### src/rtl/riscv_pkg.sv
// Shared RV32 types for the EX-stage M-extension unit: ALU opcodes,
// muldiv sequencer states and opcode classification helpers.
package riscv_pkg;

    localparam int unsigned XLEN   = 32;
    localparam int unsigned REG_AW = 5;

    typedef enum logic [4:0] {
        ALU_ADD,
        ALU_SUB,
        ALU_AND,
        ALU_OR,
        ALU_XOR,
        ALU_SLL,
        ALU_SRL,
        ALU_SRA,
        ALU_SLT,
        ALU_SLTU,
        ALU_MUL,
        ALU_MULH,
        ALU_MULHSU,
        ALU_MULHU,
        ALU_DIV,
        ALU_DIVU,
        ALU_REM,
        ALU_REMU
    } alu_op_e;

    typedef enum logic [1:0] {
        IDLE,
        DIV,
        DONE
    } muldiv_state_e;

    // Per-divide bookkeeping carried while the iterative divider runs
    typedef struct packed {
        logic rem;    // return remainder rather than quotient
        logic sgn;    // signed operation
        logic neg_q;  // negate quotient on completion
        logic neg_r;  // negate remainder on completion
    } div_pend_t;

    function automatic logic is_mul_op(input alu_op_e op);
        return op inside {ALU_MUL, ALU_MULH, ALU_MULHSU, ALU_MULHU};
    endfunction

    function automatic logic is_div_op(input alu_op_e op);
        return op inside {ALU_DIV, ALU_DIVU, ALU_REM, ALU_REMU};
    endfunction

    function automatic logic is_signed_div(input alu_op_e op);
        return op inside {ALU_DIV, ALU_REM};
    endfunction

    function automatic logic wants_rem(input alu_op_e op);
        return op inside {ALU_REM, ALU_REMU};
    endfunction

endpackage

### src/rtl/muldiv_ctrl_if.sv
// Request/response handshake bundle between the EX stage and muldiv_ctrl.
//   req_*  : valid/ready request carrying op, operands and destination tag
//   rsp_*  : valid/ready response carrying result and destination tag
interface muldiv_ctrl_if
    import riscv_pkg::*;
#(
    parameter int unsigned XLEN = riscv_pkg::XLEN
);
    logic                req_valid;
    logic                req_ready;
    alu_op_e             req_op;
    logic [XLEN-1:0]     req_a;
    logic [XLEN-1:0]     req_b;
    logic [REG_AW-1:0]   req_rd;
    logic                rsp_valid;
    logic                rsp_ready;
    logic [XLEN-1:0]     rsp_result;
    logic [REG_AW-1:0]   rsp_rd;

    modport master (
        output req_valid, req_op, req_a, req_b, req_rd, rsp_ready,
        input  req_ready, rsp_valid, rsp_result, rsp_rd
    );

    modport slave (
        input  req_valid, req_op, req_a, req_b, req_rd, rsp_ready,
        output req_ready, rsp_valid, rsp_result, rsp_rd
    );
endinterface

### src/rtl/div_iter.sv
// Radix-2 restoring unsigned divider, one quotient bit per cycle, XLEN cycles.
//   clk, reset (sync, active-low), start/abort : control
//   dividend, divisor : operands captured on start
//   busy : iterating; done : pulses in the final iteration cycle
//   quotient, remainder : valid while done is high (final step result)
module div_iter #(
    parameter int unsigned XLEN = 32
) (
    input  logic            clk,
    input  logic            reset,
    input  logic            start,
    input  logic            abort,
    input  logic [XLEN-1:0] dividend,
    input  logic [XLEN-1:0] divisor,
    output logic            busy,
    output logic            done,
    output logic [XLEN-1:0] quotient,
    output logic [XLEN-1:0] remainder
);
    localparam int unsigned CW = $clog2(XLEN);

    logic            busy_q;
    logic [CW-1:0]   cnt_q;
    logic [XLEN-1:0] q_q;
    logic [XLEN-1:0] rem_q;
    logic [XLEN-1:0] dvs_q;
    logic [XLEN:0]   part;
    logic            ge;
    logic [XLEN-1:0] rem_step;
    logic [XLEN-1:0] q_step;

    // One restoring step: shift next dividend bit into the partial remainder
    always_comb begin
        part     = {rem_q, q_q[XLEN-1]};
        ge       = (part >= {1'b0, dvs_q});
        rem_step = ge ? XLEN'(part - {1'b0, dvs_q}) : part[XLEN-1:0];
        q_step   = {q_q[XLEN-2:0], ge};
    end

    // Final step result is presented combinationally so the caller can
    // capture it on the same edge that ends the last iteration
    assign busy      = busy_q;
    assign done      = busy_q && (cnt_q == CW'(XLEN - 1));
    assign quotient  = q_step;
    assign remainder = rem_step;

    always_ff @(posedge clk) begin
        if (!reset) begin
            busy_q <= 1'b0;
            cnt_q  <= '0;
            q_q    <= '0;
            rem_q  <= '0;
            dvs_q  <= '0;
        end else if (abort) begin
            busy_q <= 1'b0;
            cnt_q  <= '0;
        end else if (start) begin
            busy_q <= 1'b1;
            cnt_q  <= '0;
            q_q    <= dividend;
            rem_q  <= '0;
            dvs_q  <= divisor;
        end else if (busy_q) begin
            q_q   <= q_step;
            rem_q <= rem_step;
            cnt_q <= cnt_q + 1'b1;
            if (done) begin
                busy_q <= 1'b0;
            end
        end
    end
endmodule

### src/rtl/muldiv_ctrl.sv
// RV32M sequencing controller: single-cycle multiply, iterative divide with
// architectural corner-case fast paths and a one-entry last-divide cache.
//   clk, reset (sync, active-low)
//   bus   : request/response handshake (slave side)
//   flush : kill in-flight and pending work
//   busy  : high while a divide iterates
module muldiv_ctrl
    import riscv_pkg::*;
#(
    parameter int unsigned XLEN = riscv_pkg::XLEN
) (
    input  logic         clk,
    input  logic         reset,
    muldiv_ctrl_if.slave bus,
    input  logic         flush,
    output logic         busy
);
    localparam int unsigned   PW      = 2 * XLEN;
    localparam logic [XLEN-1:0] INT_MIN = {1'b1, {(XLEN-1){1'b0}}};

    muldiv_state_e     state_q, state_d;
    logic [XLEN-1:0]   res_q, res_d;
    logic [REG_AW-1:0] rd_q, rd_d;
    div_pend_t         pend_q, pend_d;
    logic [XLEN-1:0]   pa_q, pa_d, pb_q, pb_d;

    // Last-divide cache (sign-corrected results)
    logic              cv_q, cv_d, cs_q, cs_d;
    logic [XLEN-1:0]   ca_q, ca_d, cb_q, cb_d, cq_q, cq_d, cr_q, cr_d;

    logic              accept;
    logic              req_sgn;
    logic              cache_hit;
    logic              div_start, div_busy, div_done, div_fin;
    logic [XLEN-1:0]   div_a, div_b, div_q, div_r;
    logic [XLEN-1:0]   fix_q, fix_r;
    logic [PW-1:0]     ext_a, ext_b, prod;
    logic [XLEN-1:0]   mul_res;

    assign bus.req_ready  = reset && !flush &&
                            ((state_q == IDLE) || ((state_q == DONE) && bus.rsp_ready));
    assign accept         = bus.req_valid && bus.req_ready;
    assign bus.rsp_valid  = (state_q == DONE);
    assign bus.rsp_result = res_q;
    assign bus.rsp_rd     = rd_q;
    assign busy           = (state_q == DIV);

    // Multiply: extend each operand per its signedness, keep the wanted half
    always_comb begin
        ext_a = (bus.req_op inside {ALU_MULH, ALU_MULHSU})
              ? {{XLEN{bus.req_a[XLEN-1]}}, bus.req_a} : {{XLEN{1'b0}}, bus.req_a};
        ext_b = (bus.req_op == ALU_MULH)
              ? {{XLEN{bus.req_b[XLEN-1]}}, bus.req_b} : {{XLEN{1'b0}}, bus.req_b};
        prod    = ext_a * ext_b;
        mul_res = (bus.req_op == ALU_MUL) ? prod[XLEN-1:0] : prod[PW-1:XLEN];
    end

    // Divide operand conditioning and cache lookup
    always_comb begin
        req_sgn   = is_signed_div(bus.req_op);
        div_a     = (req_sgn && bus.req_a[XLEN-1]) ? -bus.req_a : bus.req_a;
        div_b     = (req_sgn && bus.req_b[XLEN-1]) ? -bus.req_b : bus.req_b;
        cache_hit = cv_q && (ca_q == bus.req_a) && (cb_q == bus.req_b) && (cs_q == req_sgn);
        fix_q     = pend_q.neg_q ? -div_q : div_q;
        fix_r     = pend_q.neg_r ? -div_r : div_r;
        div_fin   = div_busy && div_done;
    end

    // Next-state and datapath update
    always_comb begin
        state_d   = state_q;
        res_d     = res_q;
        rd_d      = rd_q;
        pend_d    = pend_q;
        pa_d      = pa_q;
        pb_d      = pb_q;
        cv_d      = cv_q;
        cs_d      = cs_q;
        ca_d      = ca_q;
        cb_d      = cb_q;
        cq_d      = cq_q;
        cr_d      = cr_q;
        div_start = 1'b0;

        if (flush) begin
            state_d = IDLE;
        end else begin
            case (state_q)
                DIV: begin
                    if (div_fin) begin
                        res_d   = pend_q.rem ? fix_r : fix_q;
                        cv_d    = 1'b1;
                        cs_d    = pend_q.sgn;
                        ca_d    = pa_q;
                        cb_d    = pb_q;
                        cq_d    = fix_q;
                        cr_d    = fix_r;
                        state_d = DONE;
                    end
                end
                DONE: begin
                    if (bus.rsp_ready) begin
                        state_d = IDLE;
                    end
                end
                default: ;
            endcase

            // Accept is only possible from IDLE or a consumed DONE
            if (accept) begin
                rd_d    = bus.req_rd;
                state_d = DONE;
                if (is_mul_op(bus.req_op)) begin
                    res_d = mul_res;
                end else if (is_div_op(bus.req_op)) begin
                    if (bus.req_b == '0) begin
                        res_d = wants_rem(bus.req_op) ? bus.req_a : '1;
                    end else if (req_sgn && (bus.req_a == INT_MIN) && (bus.req_b == '1)) begin
                        res_d = wants_rem(bus.req_op) ? '0 : INT_MIN;
                    end else if (cache_hit) begin
                        res_d = wants_rem(bus.req_op) ? cr_q : cq_q;
                    end else begin
                        div_start    = 1'b1;
                        pa_d         = bus.req_a;
                        pb_d         = bus.req_b;
                        pend_d.rem   = wants_rem(bus.req_op);
                        pend_d.sgn   = req_sgn;
                        pend_d.neg_q = req_sgn && (bus.req_a[XLEN-1] ^ bus.req_b[XLEN-1]);
                        pend_d.neg_r = req_sgn && bus.req_a[XLEN-1];
                        state_d      = DIV;
                    end
                end else begin
                    res_d = '0;
                end
            end
        end
    end

    always_ff @(posedge clk) begin
        if (!reset) begin
            state_q <= IDLE;
            res_q   <= '0;
            rd_q    <= '0;
            pend_q  <= '0;
            pa_q    <= '0;
            pb_q    <= '0;
            cv_q    <= 1'b0;
            cs_q    <= 1'b0;
            ca_q    <= '0;
            cb_q    <= '0;
            cq_q    <= '0;
            cr_q    <= '0;
        end else begin
            state_q <= state_d;
            res_q   <= res_d;
            rd_q    <= rd_d;
            pend_q  <= pend_d;
            pa_q    <= pa_d;
            pb_q    <= pb_d;
            cv_q    <= cv_d;
            cs_q    <= cs_d;
            ca_q    <= ca_d;
            cb_q    <= cb_d;
            cq_q    <= cq_d;
            cr_q    <= cr_d;
        end
    end

    div_iter #(
        .XLEN(XLEN)
    ) u_div_iter (
        .clk       (clk),
        .reset     (reset),
        .start     (div_start),
        .abort     (flush),
        .dividend  (div_a),
        .divisor   (div_b),
        .busy      (div_busy),
        .done      (div_done),
        .quotient  (div_q),
        .remainder (div_r)
    );
endmodule
### src/flat_wrapper.sv
// flat-port wrapper written by rule: the top's interface ports become plain ports
module muldiv_ctrl_flat import riscv_pkg::*;
#(
    parameter int unsigned XLEN = riscv_pkg::XLEN
)
  (clk, reset, flush, busy, bus_req_valid, bus_req_op, bus_req_a, bus_req_b, bus_req_rd, bus_rsp_ready, bus_req_ready, bus_rsp_valid, bus_rsp_result, bus_rsp_rd);
  muldiv_ctrl_if #(.XLEN(XLEN)) bus_i ();
  input  logic clk;
  input  logic reset;
  input  logic flush;
  output logic busy;
  input wire logic [$bits(bus_i.req_valid)-1:0] bus_req_valid;
  input wire logic [$bits(bus_i.req_op)-1:0] bus_req_op;
  input wire logic [$bits(bus_i.req_a)-1:0] bus_req_a;
  input wire logic [$bits(bus_i.req_b)-1:0] bus_req_b;
  input wire logic [$bits(bus_i.req_rd)-1:0] bus_req_rd;
  input wire logic [$bits(bus_i.rsp_ready)-1:0] bus_rsp_ready;
  output wire logic [$bits(bus_i.req_ready)-1:0] bus_req_ready;
  output wire logic [$bits(bus_i.rsp_valid)-1:0] bus_rsp_valid;
  output wire logic [$bits(bus_i.rsp_result)-1:0] bus_rsp_result;
  output wire logic [$bits(bus_i.rsp_rd)-1:0] bus_rsp_rd;
  assign bus_i.req_valid = bus_req_valid;
  assign bus_i.req_op = bus_req_op;
  assign bus_i.req_a = bus_req_a;
  assign bus_i.req_b = bus_req_b;
  assign bus_i.req_rd = bus_req_rd;
  assign bus_i.rsp_ready = bus_rsp_ready;
  assign bus_req_ready = bus_i.req_ready;
  assign bus_rsp_valid = bus_i.rsp_valid;
  assign bus_rsp_result = bus_i.rsp_result;
  assign bus_rsp_rd = bus_i.rsp_rd;
  muldiv_ctrl #(.XLEN(XLEN)) u_core (.clk(clk), .reset(reset), .bus(bus_i), .flush(flush), .busy(busy));
endmodule
### config.mk
export PLATFORM = sky130hd
export DESIGN_NAME = muldiv_ctrl_flat
export DESIGN_NICKNAME = d
export VERILOG_FILES = /design/src/rtl/riscv_pkg.sv /design/src/rtl/muldiv_ctrl_if.sv /design/src/rtl/div_iter.sv /design/src/rtl/muldiv_ctrl.sv /design/src/flat_wrapper.sv
export SDC_FILE = /design/constraint.sdc
export NUM_CORES = 2
export LEC_CHECK = 0
export CAP_MARGIN = 20
export CELL_PAD_IN_SITES_DETAIL_PLACEMENT = 0
export CELL_PAD_IN_SITES_GLOBAL_PLACEMENT = 2
export CORE_ASPECT_RATIO = 0.8
export CORE_MARGIN = 4
export CORE_UTILIZATION = 35
export DETAILED_ROUTE_END_ITERATION = 12
export HOLD_SLACK_MARGIN = 0.12
export PLACE_DENSITY_LB_ADDON = 0.05
export SLEW_MARGIN = 10
export SYNTH_ARGS = -nofsm -noshare
export SYNTH_HDL_FRONTEND = slang
export SYNTH_HIERARCHICAL = 1
export SYNTH_SLANG_ARGS = --single-unit
### constraint.sdc
create_clock -name clk -period 20.9 [get_ports clk]
set_input_delay 4.18 -clock clk [delete_from_list [all_inputs] [get_ports clk]]
set_output_delay 4.18 -clock clk [all_outputs]
set_load 0.05 [all_outputs]
### Floorplan with the power grid

The bar under the picture is 200 microns long. Pins as bars on the die edge. Tap cells in gray.
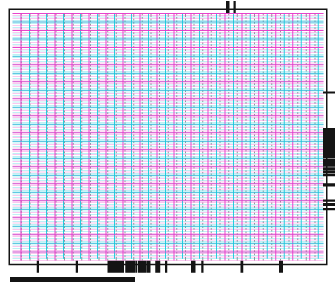
legend:
  cyan:
    net: VDD
  magenta:
    net: VSS
met5 straps: 29
signal pins: 119
tap cells: 2572

### Placement by cell class

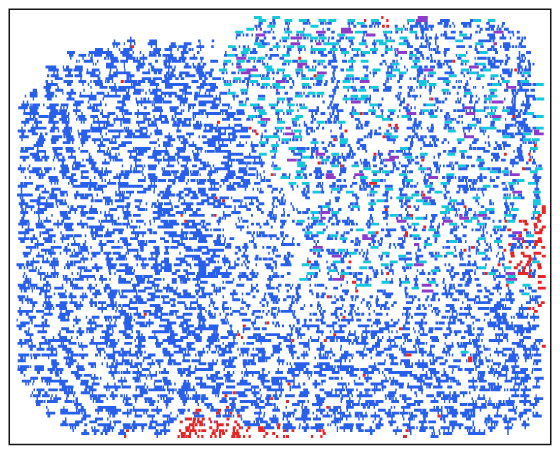
legend:
  red:
    class: other buffers and delay cells
    cells: 253
    share_of_their_area: 2.7%
  purple:
    class: clock drivers and dummy loads
    cells: 88
    share_of_their_area: 2.4%
  blue:
    class: all other logic
    cells: 7085
    share_of_their_area: 85%
  cyan:
    class: flip-flops
    cells: 339
    share_of_their_area: 9.6%

### Clock network drawn from the DEF

The bar under the picture is 200 microns long.
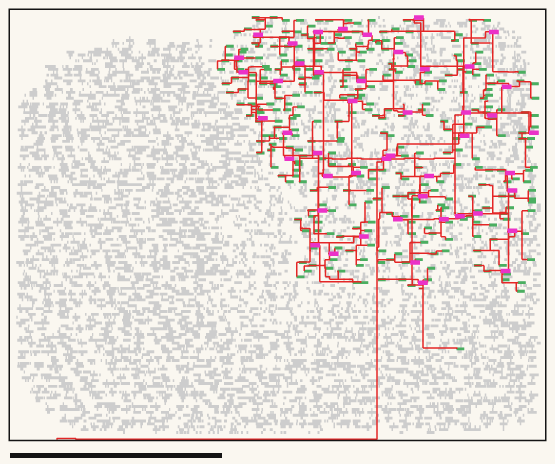
legend:
  magenta:
    item: cells driving clock nets
    count: 47
  red:
    item: clock wires
    length: 6930 microns
  green:
    item: flip-flops
    count: 339
routed clock nets: 48

==> impl_metrics.json <==
{
  "seqCellArea_sq_um": 6790,
  "final_max_slew_viol_count": 0,
  "drive_above_1_share_pct": 4.84,
  "num_rows": 145,
  "clock_buffers": 60,
  "synthCells": 7941,
  "fmax_ghz": 0.0681,
  "syn_area_sq_um": 69100,
  "htree_num_levels": 2,
  "ctsLongestPathBuffers": 3,
  "drc": 0,
  "dp_hpwl_microns": 216000,
  "yosys-stat-area_sq_um": 69100,
  "n_all_inverters": 1595,
  "wl_microns": 274000,
  "yosysWarnings": 6,
  "diodes": 9,
  "comb_share_pct": 73.5,
  "cpMostUsedCell": "fa_1",
  "portBuffers": 118,
  "grt_usage_pct": 27.0,
  "clkCellAreaFrac_pct": 2.32,
  "relSlewSlack_pct": 18.3,
  "drtIter0Drc": 3990,
  "avgRoutedWirePerCell_microns": 26.5,
  "grt_overflow": 0,
  "vias": 53500,
  "syn_area_per_cell_sq_um": 8.71,
  "critical_path.max_stage_delay_ns": 1.17,
  "hp-start": "u_core/pb_q[1]$_SDFFE_PN0P_",
  "coreArea_sq_um": 196000,
  "path_max_fanout": 32,
  "cts-root-buf": "clkbuf_16",
  "warning_count": 31,
  "hp-class": "reg -> reg",
  "rsz0062_at_grt": "false",
  "synth-edff-count": 0,
  "lay_top_cells": "inv_1, fa_1, nand2_1, and2_1, ha_1",
  "reg2reg_depth": 21,
  "tritoncts": "built",
  "start_kind": "input pin",
  "chipArea_sq_um": 205000,
  "status": "finished, final reports clean",
  "drtPass1Iterations": 5,
  "mostFrequentLayoutCell": "inv_1",
  "nFillCells": 20400,
  "yosysSeqAreaShare_pct": 9.81,
  "synth_cell_types": 99,
  "area_leaders": "fa_1, dfxtp_1, inv_1",
  "place.gp.congestion": 0.911,
  "buf_share_pct": 2.56,
  "async_flop_share_pct": 0,
  "final-comb-area_sq_um": 54300,
  "tns_ns": 0,
  "ys_cells": 7941,
  "hold_viol": 0,
  "crit_required_ns": 21.40,
  "sh_seq_area_pct": 9.18,
  "synth_nets": 9791,
  "skew_ns": 0.0280,
  "cts_buffers": 47,
  "holdPathEnd": "u_core/cb_q[1]$_SDFFE_PN0P_",
  "layout.nets": 9576,
  "taps": 2572,
  "post-route-period-util_pct": 70.3,
  "synth_flops": 339,
  "crit_slowest_cell": "fa_1",
  "grt_max_degree": 92,
  "cp.arrival_ns": 15.19,
  "crit_type": "in -> reg",
  "first_global_vias": 56800,
  "r2r_slack_ns": 14.13,
  "cp-end-kind": "register",
  "clock_sinks": 339,
  "fp.dieW_microns": 505,
  "antenna_left": 0
}
## flip-flops by register name, indices dropped and copies added (netlist names)
name	flops
u_core/u_div_iter/cnt_q	5
u_core/ca_q	32
u_core/state_q	2
u_core/u_div_iter/dvs_q	32
u_core/pa_q	32
u_core/u_div_iter/rem_q	32
u_core/pend_q	4
u_core/u_div_iter/busy	1
u_core/pb_q	32
u_core/cq_q	32
u_core/cb_q	32
u_core/bus.rsp_result	32
u_core/bus.rsp_rd	5
u_core/cs_q	1
u_core/cr_q	32
u_core/u_div_iter/q_q	32
u_core/cv_q	1
## through the flow
stage / instances / hold slack, ns / util [%] / area (sq um)
2_1_floorplan: 7941 / 0.435 / - / 69100
3_3_place_gp: 10200 / 0.442 / 36.8 / 72200
3_5_place_dp: 10200 / 0.446 / 36.8 / 72200
4_1_cts: 10300 / 0.448 / 37.7 / 73900
5_1_grt: 10300 / 0.457 / 37.7 / 73900
6_report: 10300 / 0.452 / 37.7 / 73900
## kinds of logic after synthesis
group	share of synthesized area, %
compound gates	10.1
xor+xnor	3.95
fa+ha+maj	47.5
buf+inv	11.7
flops	9.81
mux	1.43
simple gates	15.5
## synthesized netlist by cell type (34+ instances only)
master       n
xor2_1     118
dfxtp_1    339
nand4_1     77
and2_1     377
nor2_1     191
clkbuf_1   391
o31ai_1     37
inv_1     1590
a21boi_0   174
nand2_1   1372
a21o_1      62
nand3_1     58
ha_1       351
mux2i_1     61
nor3_1      44
o21ai_0    154
fa_1      1420
a31oi_1     40
buf_1       71
buf_4       34
o211a_1     86
xnor2_1    191
a21oi_1    166
## worst max path at each step
| stage | to | slack [ns] | depth (start not counted) | start |
|---|---|---|---|---|
| after global placement | u_core/bus.rsp_result[21]$_SDFFE_PN0N_ | 5.68 | 28 | bus_req_op[0] |
| after global routing | u_core/bus.rsp_result[29]$_SDFFE_PN0N_ | 5.33 | 28 | bus_req_op[0] |
| final | u_core/bus.rsp_result[21]$_SDFFE_PN0N_ | 6.21 | 28 | bus_req_op[0] |
| after floorplan | u_core/bus.rsp_result[29]$_SDFFE_PN0N_ | 7.30 | 30 | bus_req_op[1] |
| after detailed placement | u_core/bus.rsp_result[29]$_SDFFE_PN0N_ | 5.60 | 28 | bus_req_op[0] |
| after CTS | u_core/bus.rsp_result[21]$_SDFFE_PN0N_ | 6.24 | 28 | bus_req_op[0] |
## worst max-delay path, delay by kind of cell
family / cells / cell delay [ns]
compound gates: 5 / 1.44
buf+inv: 5 / 1.33
fa+ha+maj: 11 / 6.59
xor+xnor: 1 / 0.18
simple gates: 6 / 1.38
## metal layers
layer	vias up	routed length, microns	track usage [%]
li1	23900	-	-
met5	-	0	0
met2	1408	120000	42.3
met4	0	6690	5.74
met1	28000	132000	39.6
met3	195	15000	3.72
